**config.mk**
```make
export PLATFORM = sky130hd
export DESIGN_NAME = mem_wb_stage_flat
export DESIGN_NICKNAME = d
export VERILOG_FILES = /design/src/rtl/wb_pkg.sv /design/src/rtl/mem_wb_if.sv /design/src/rtl/load_aligner.sv /design/src/rtl/mem_wb_stage.sv /design/src/flat_wrapper.sv
export SDC_FILE = /design/constraint.sdc
export NUM_CORES = 1
export LEC_CHECK = 0
export ABC_AREA = 1
export CAP_MARGIN = 25
export CORE_MARGIN = 10
export CORE_UTILIZATION = 44
export DETAILED_ROUTE_END_ITERATION = 8
export DONT_BUFFER_PORTS = 1
export PLACE_DENSITY_LB_ADDON = 0.15
export SLEW_MARGIN = 20
export SYNTH_ARGS = -nofsm -noshare
export SYNTH_HDL_FRONTEND = slang
export SYNTH_SLANG_ARGS = --single-unit
```
**constraint.sdc**
```tcl
create_clock -name clk -period 2.7 [get_ports clk]
set_clock_uncertainty 0.1 [all_clocks]
set_input_delay 0.27 -clock clk [delete_from_list [all_inputs] [get_ports clk]]
set_output_delay 0.27 -clock clk [all_outputs]
set_load 0.1 [all_outputs]
```
**src/rtl/wb_pkg.sv**
```systemverilog
// Shared encodings for the MEM/WB stage: load-type codes, write-back source codes
// and the register-address width.
package wb_pkg;

  localparam int REG_ADDR_W = 5;

  typedef enum logic [2:0] {
    LT_W  = 3'b000,
    LT_H  = 3'b001,
    LT_HU = 3'b010,
    LT_B  = 3'b011,
    LT_BU = 3'b100
  } load_type_e;

  typedef enum logic [1:0] {
    WB_ALU  = 2'b00,
    WB_MEM  = 2'b01,
    WB_LINK = 2'b10
  } wb_sel_e;

endpackage

```
**src/rtl/mem_wb_if.sv**
```systemverilog
// MEM/WB stage bus: MEM-stage instruction fields in, register-file write port
// and retire/misalign status out.
interface mem_wb_if
  import wb_pkg::*;
#(
  parameter int CNT_W = 32
);

  logic                  i_stall;
  logic                  i_flush;
  logic                  i_valid;
  logic                  i_reg_write;
  logic [1:0]            i_wb_sel;
  logic [2:0]            i_load_type;
  logic [REG_ADDR_W-1:0] i_write_register;
  logic [31:0]           i_alu_result;
  logic [31:0]           i_mem_rdata;
  logic [31:0]           i_pc_plus4;

  logic                  o_valid;
  logic                  o_reg_write;
  logic [REG_ADDR_W-1:0] o_write_register;
  logic [31:0]           o_write_data;
  logic                  o_misalign;
  logic [CNT_W-1:0]      o_retired;

  modport master (
    output i_stall, i_flush, i_valid, i_reg_write, i_wb_sel, i_load_type,
           i_write_register, i_alu_result, i_mem_rdata, i_pc_plus4,
    input  o_valid, o_reg_write, o_write_register, o_write_data, o_misalign,
           o_retired
  );

  modport slave (
    input  i_stall, i_flush, i_valid, i_reg_write, i_wb_sel, i_load_type,
           i_write_register, i_alu_result, i_mem_rdata, i_pc_plus4,
    output o_valid, o_reg_write, o_write_register, o_write_data, o_misalign,
           o_retired
  );

endinterface

```
**src/rtl/load_aligner.sv**
```systemverilog
// Little-endian load lane extraction with sign/zero extension; flags loads whose
// address is not naturally aligned for their size.
module load_aligner
  import wb_pkg::*;
(
  input  logic [31:0] rdata,
  input  logic [1:0]  addr,
  input  logic [2:0]  load_type,
  output logic [31:0] data,
  output logic        misaligned
);

  logic [15:0] half;
  logic [7:0]  byte_lane;

  always_comb begin
    half = addr[1] ? rdata[31:16] : rdata[15:0];
    case (addr)
      2'd0:    byte_lane = rdata[7:0];
      2'd1:    byte_lane = rdata[15:8];
      2'd2:    byte_lane = rdata[23:16];
      default: byte_lane = rdata[31:24];
    endcase
  end

  // Unused load-type codes behave as a full-word load.
  always_comb begin
    data       = rdata;
    misaligned = (addr != 2'd0);
    case (load_type)
      LT_H: begin
        data       = {{16{half[15]}}, half};
        misaligned = addr[0];
      end
      LT_HU: begin
        data       = {16'h0000, half};
        misaligned = addr[0];
      end
      LT_B: begin
        data       = {{24{byte_lane[7]}}, byte_lane};
        misaligned = 1'b0;
      end
      LT_BU: begin
        data       = {24'h000000, byte_lane};
        misaligned = 1'b0;
      end
      default: begin
        data       = rdata;
        misaligned = (addr != 2'd0);
      end
    endcase
  end

endmodule

```
**src/rtl/mem_wb_stage.sv**
```systemverilog
// MEM/WB pipeline register: selects the write-back value, gates the register-file
// write, reports misaligned loads and counts retired instructions.
module mem_wb_stage
  import wb_pkg::*;
#(
  parameter int CNT_W = 32
) (
  input  logic   clk,
  input  logic   reset,
  mem_wb_if.slave bus
);

  logic [31:0]           load_data;
  logic                  align_err;
  logic                  misaligned;
  logic [31:0]           wb_data;

  logic                  valid_q, valid_d;
  logic                  reg_write_q, reg_write_d;
  logic [REG_ADDR_W-1:0] write_register_q, write_register_d;
  logic [31:0]           write_data_q, write_data_d;
  logic                  misalign_q, misalign_d;
  logic [CNT_W-1:0]      retired_q, retired_d;

  load_aligner u_load_aligner (
    .rdata      (bus.i_mem_rdata),
    .addr       (bus.i_alu_result[1:0]),
    .load_type  (bus.i_load_type),
    .data       (load_data),
    .misaligned (align_err)
  );

  assign misaligned = bus.i_valid & (bus.i_wb_sel == WB_MEM) & align_err;

  // The reserved select code falls through to the ALU result.
  always_comb begin
    case (bus.i_wb_sel)
      WB_MEM:  wb_data = load_data;
      WB_LINK: wb_data = bus.i_pc_plus4;
      default: wb_data = bus.i_alu_result;
    endcase
  end

  always_comb begin
    valid_d          = valid_q;
    reg_write_d      = reg_write_q;
    write_register_d = write_register_q;
    write_data_d     = write_data_q;
    misalign_d       = misalign_q;
    retired_d        = retired_q;
    if (bus.i_flush) begin
      valid_d     = 1'b0;
      reg_write_d = 1'b0;
      misalign_d  = 1'b0;
    end else if (!bus.i_stall) begin
      valid_d          = bus.i_valid;
      reg_write_d      = bus.i_valid & bus.i_reg_write &
                         (bus.i_write_register != '0) & ~misaligned;
      write_register_d = bus.i_write_register;
      write_data_d     = wb_data;
      misalign_d       = misaligned;
      if (bus.i_valid && !misaligned) begin
        retired_d = retired_q + CNT_W'(1);
      end
    end
  end

  always_ff @(posedge clk or posedge reset) begin
    if (reset) begin
      valid_q          <= 1'b0;
      reg_write_q      <= 1'b0;
      write_register_q <= '0;
      write_data_q     <= '0;
      misalign_q       <= 1'b0;
      retired_q        <= '0;
    end else begin
      valid_q          <= valid_d;
      reg_write_q      <= reg_write_d;
      write_register_q <= write_register_d;
      write_data_q     <= write_data_d;
      misalign_q       <= misalign_d;
      retired_q        <= retired_d;
    end
  end

  assign bus.o_valid          = valid_q;
  assign bus.o_reg_write      = reg_write_q;
  assign bus.o_write_register = write_register_q;
  assign bus.o_write_data     = write_data_q;
  assign bus.o_misalign       = misalign_q;
  assign bus.o_retired        = retired_q;

endmodule

```
**src/flat_wrapper.sv**
```systemverilog
// flat-port wrapper written by rule: the top's interface ports become plain ports
module mem_wb_stage_flat import wb_pkg::*;
#(
  parameter int CNT_W = 32
)
  (clk, reset, bus_i_stall, bus_i_flush, bus_i_valid, bus_i_reg_write, bus_i_wb_sel, bus_i_load_type, bus_i_write_register, bus_i_alu_result, bus_i_mem_rdata, bus_i_pc_plus4, bus_o_valid, bus_o_reg_write, bus_o_write_register, bus_o_write_data, bus_o_misalign, bus_o_retired);
  mem_wb_if #(.CNT_W(CNT_W)) bus_i ();
  input  logic clk;
  input  logic reset;
  input wire logic [$bits(bus_i.i_stall)-1:0] bus_i_stall;
  input wire logic [$bits(bus_i.i_flush)-1:0] bus_i_flush;
  input wire logic [$bits(bus_i.i_valid)-1:0] bus_i_valid;
  input wire logic [$bits(bus_i.i_reg_write)-1:0] bus_i_reg_write;
  input wire logic [$bits(bus_i.i_wb_sel)-1:0] bus_i_wb_sel;
  input wire logic [$bits(bus_i.i_load_type)-1:0] bus_i_load_type;
  input wire logic [$bits(bus_i.i_write_register)-1:0] bus_i_write_register;
  input wire logic [$bits(bus_i.i_alu_result)-1:0] bus_i_alu_result;
  input wire logic [$bits(bus_i.i_mem_rdata)-1:0] bus_i_mem_rdata;
  input wire logic [$bits(bus_i.i_pc_plus4)-1:0] bus_i_pc_plus4;
  output wire logic [$bits(bus_i.o_valid)-1:0] bus_o_valid;
  output wire logic [$bits(bus_i.o_reg_write)-1:0] bus_o_reg_write;
  output wire logic [$bits(bus_i.o_write_register)-1:0] bus_o_write_register;
  output wire logic [$bits(bus_i.o_write_data)-1:0] bus_o_write_data;
  output wire logic [$bits(bus_i.o_misalign)-1:0] bus_o_misalign;
  output wire logic [$bits(bus_i.o_retired)-1:0] bus_o_retired;
  assign bus_i.i_stall = bus_i_stall;
  assign bus_i.i_flush = bus_i_flush;
  assign bus_i.i_valid = bus_i_valid;
  assign bus_i.i_reg_write = bus_i_reg_write;
  assign bus_i.i_wb_sel = bus_i_wb_sel;
  assign bus_i.i_load_type = bus_i_load_type;
  assign bus_i.i_write_register = bus_i_write_register;
  assign bus_i.i_alu_result = bus_i_alu_result;
  assign bus_i.i_mem_rdata = bus_i_mem_rdata;
  assign bus_i.i_pc_plus4 = bus_i_pc_plus4;
  assign bus_o_valid = bus_i.o_valid;
  assign bus_o_reg_write = bus_i.o_reg_write;
  assign bus_o_write_register = bus_i.o_write_register;
  assign bus_o_write_data = bus_i.o_write_data;
  assign bus_o_misalign = bus_i.o_misalign;
  assign bus_o_retired = bus_i.o_retired;
  mem_wb_stage #(.CNT_W(CNT_W)) u_core (.clk(clk), .reset(reset), .bus(bus_i));
endmodule
```
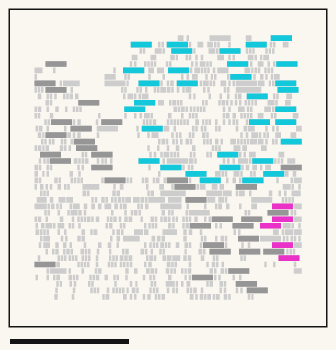
*Register map, names as in the netlist*
Bar = 50 um. Other sequential cells in the stronger gray, the rest of the logic in the fainter gray.
- magenta: u_core.bus.o_write_register (placed flops 5)
- cyan: u_core.bus.o_retired (placed flops 32)
register area: 0.00180 mm^2
Seq area share: 28.3%

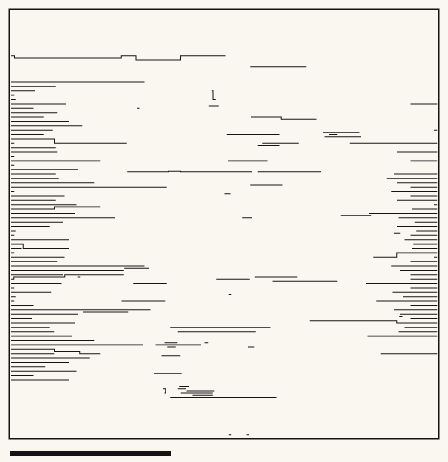
*Signal wires on met3*
Bar = 50 um.
- share of all routed wire: 11%
- longest straight run: 48.1 um
via count: 5674
DRT Wirelength: 19100 um
M3 GR Usage: 9.16%

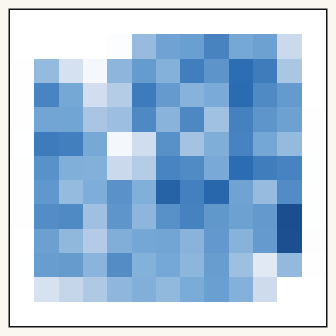
*Placement density heat map*
The die is cut into 13 by 13 equal tiles; white is low, dark blue is high, 0 to 100% covered.
- mean over tiles: 35%
- densest ninth of the die: center
- tiles over 75% full: 4.1%
- emptiest ninth of the die: upper left
- fullest tile: 88%
Floorplan Utilization: 44.6%
core area: 0.0126 mm^2
Util after Layout: 50.6%

==> run notes <==
flow finished, numbers: minimum clock period after layout 1800 ps, Registers, synthesis 72, DRC violations left 0, P_sw 1.90 mW, Die W 133 um, Worst Slack Setup Final 898 ps, tool warnings 27, total setup buffers inserted after CTS 0, hold_sp bus_i_reg_write, peak supply drop 0.495 mV, setup TNS 0 ps, YS chip area 0.00560 mm^2, worst path bufs/invs 1, run status completed, Final #Nets 1063, most frequent CP cell nand2_1, Worst setup SP type flip-flop, Layout area overhead 13.5%, Leakage 3.39 nW, Die Area 0.0176 mm^2, crit path DRT 2880 ps, total track usage 21.4%, max_slew headroom 34.4%, worst-path maximum fanout 7, gpl congestion 0.935, Synth Area in Adders 0.670%, Setup crit end kind flip-flop, HPWL Detailed 14600 um, Synthesized Nets 1037
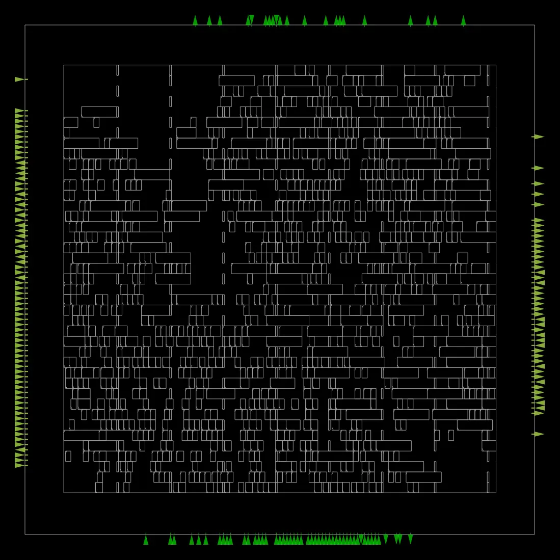
*Cell outlines without signal wires*
Tap Count: 172
flip-flops: 72
Cell Rows: 41
Non-Filler Instances: 1124

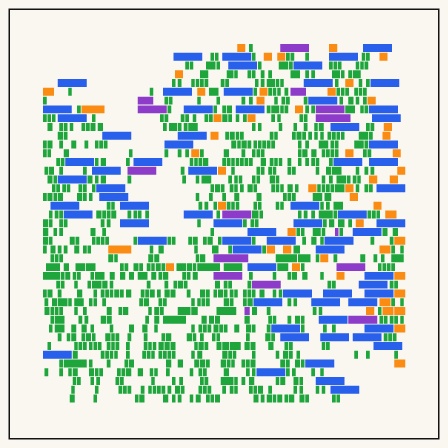
*Cells colored by class*
- green: remaining logic cells (cells 813)
- blue: registers (cells 72)
- purple: clock drivers and dummy loads (cells 15)
- orange: remaining buffers and delay cells (cells 52)
post-route cell area: 0.00636 mm^2

==> stage by stage <==
stage	power, mW	hold WS (ps)
6_report	4.19	10.2
5_1_grt	4.37	19.7
4_1_cts	4.21	8.00
3_5_place_dp	2.88	191
3_3_place_gp	2.88	197
2_1_floorplan	2.67	288
==> per-layer routing <==
layer	global-route usage, %	vias up	share of wire, %
met2	32.4	203	44
met3	9.16	17	11
met1	27.4	2561	44
met4	5.38	0	1.2
li1	-	2893	-
met5	0	-	0
==> synthesized netlist by cell type (3+ instances only) <==
library cell,instances
nor2_1,59
inv_2,4
nand2_2,4
nand3b_1,7
o21ai_0,13
buf_6,10
buf_2,5
nand2_1,447
a21oi_2,10
xnor2_1,4
nor3_1,11
clkbuf_1,20
a21oi_1,93
nand3_1,36
nand2_4,3
xor2_1,11
ha_1,3
inv_1,95
dfrtp_1,72
==> registers in the layout, summed over array words and instances, names as in the netlist <==
register                     count
u_core.bus.o_write_data         32
u_core.bus.o_misalign            1
u_core.bus.o_retired            32
u_core.bus.o_valid               1
u_core.bus.o_reg_write           1
u_core.bus.o_write_register      5
==> final cells by class <==
class / count / area (um^2)
flip-flops and latches: 72 / 1800
fillers: 1306 / 6210
multi-input cells: 713 / 3200
well taps: 172 / 215
clock buffers: 12 / 256
inverters: 100 / 378
clock inverters: 3 / 65.1
repair buffers: 52 / 443
==> final timing paths <==
path,depth (start not counted),endpoint,slack [ps]
max,8,u_core.bus.o_retired[16],900
min reg2reg,2,u_core.bus.o_write_data[13],390
min,2,u_core.bus.o_reg_write,10
min in group asynchronous,2,u_core.bus.o_write_data[24],390
max reg2reg,8,u_core.bus.o_retired[16],900
max in group asynchronous,3,u_core.bus.o_write_register[4],1420
==> what timing repair did <==
action                                 4_1_cts  5_1_grt
endpoints found under the hold margin       33        0
hold buffers                                11        0
resized                                      0        0
Power and IR drop assume default switching activity.
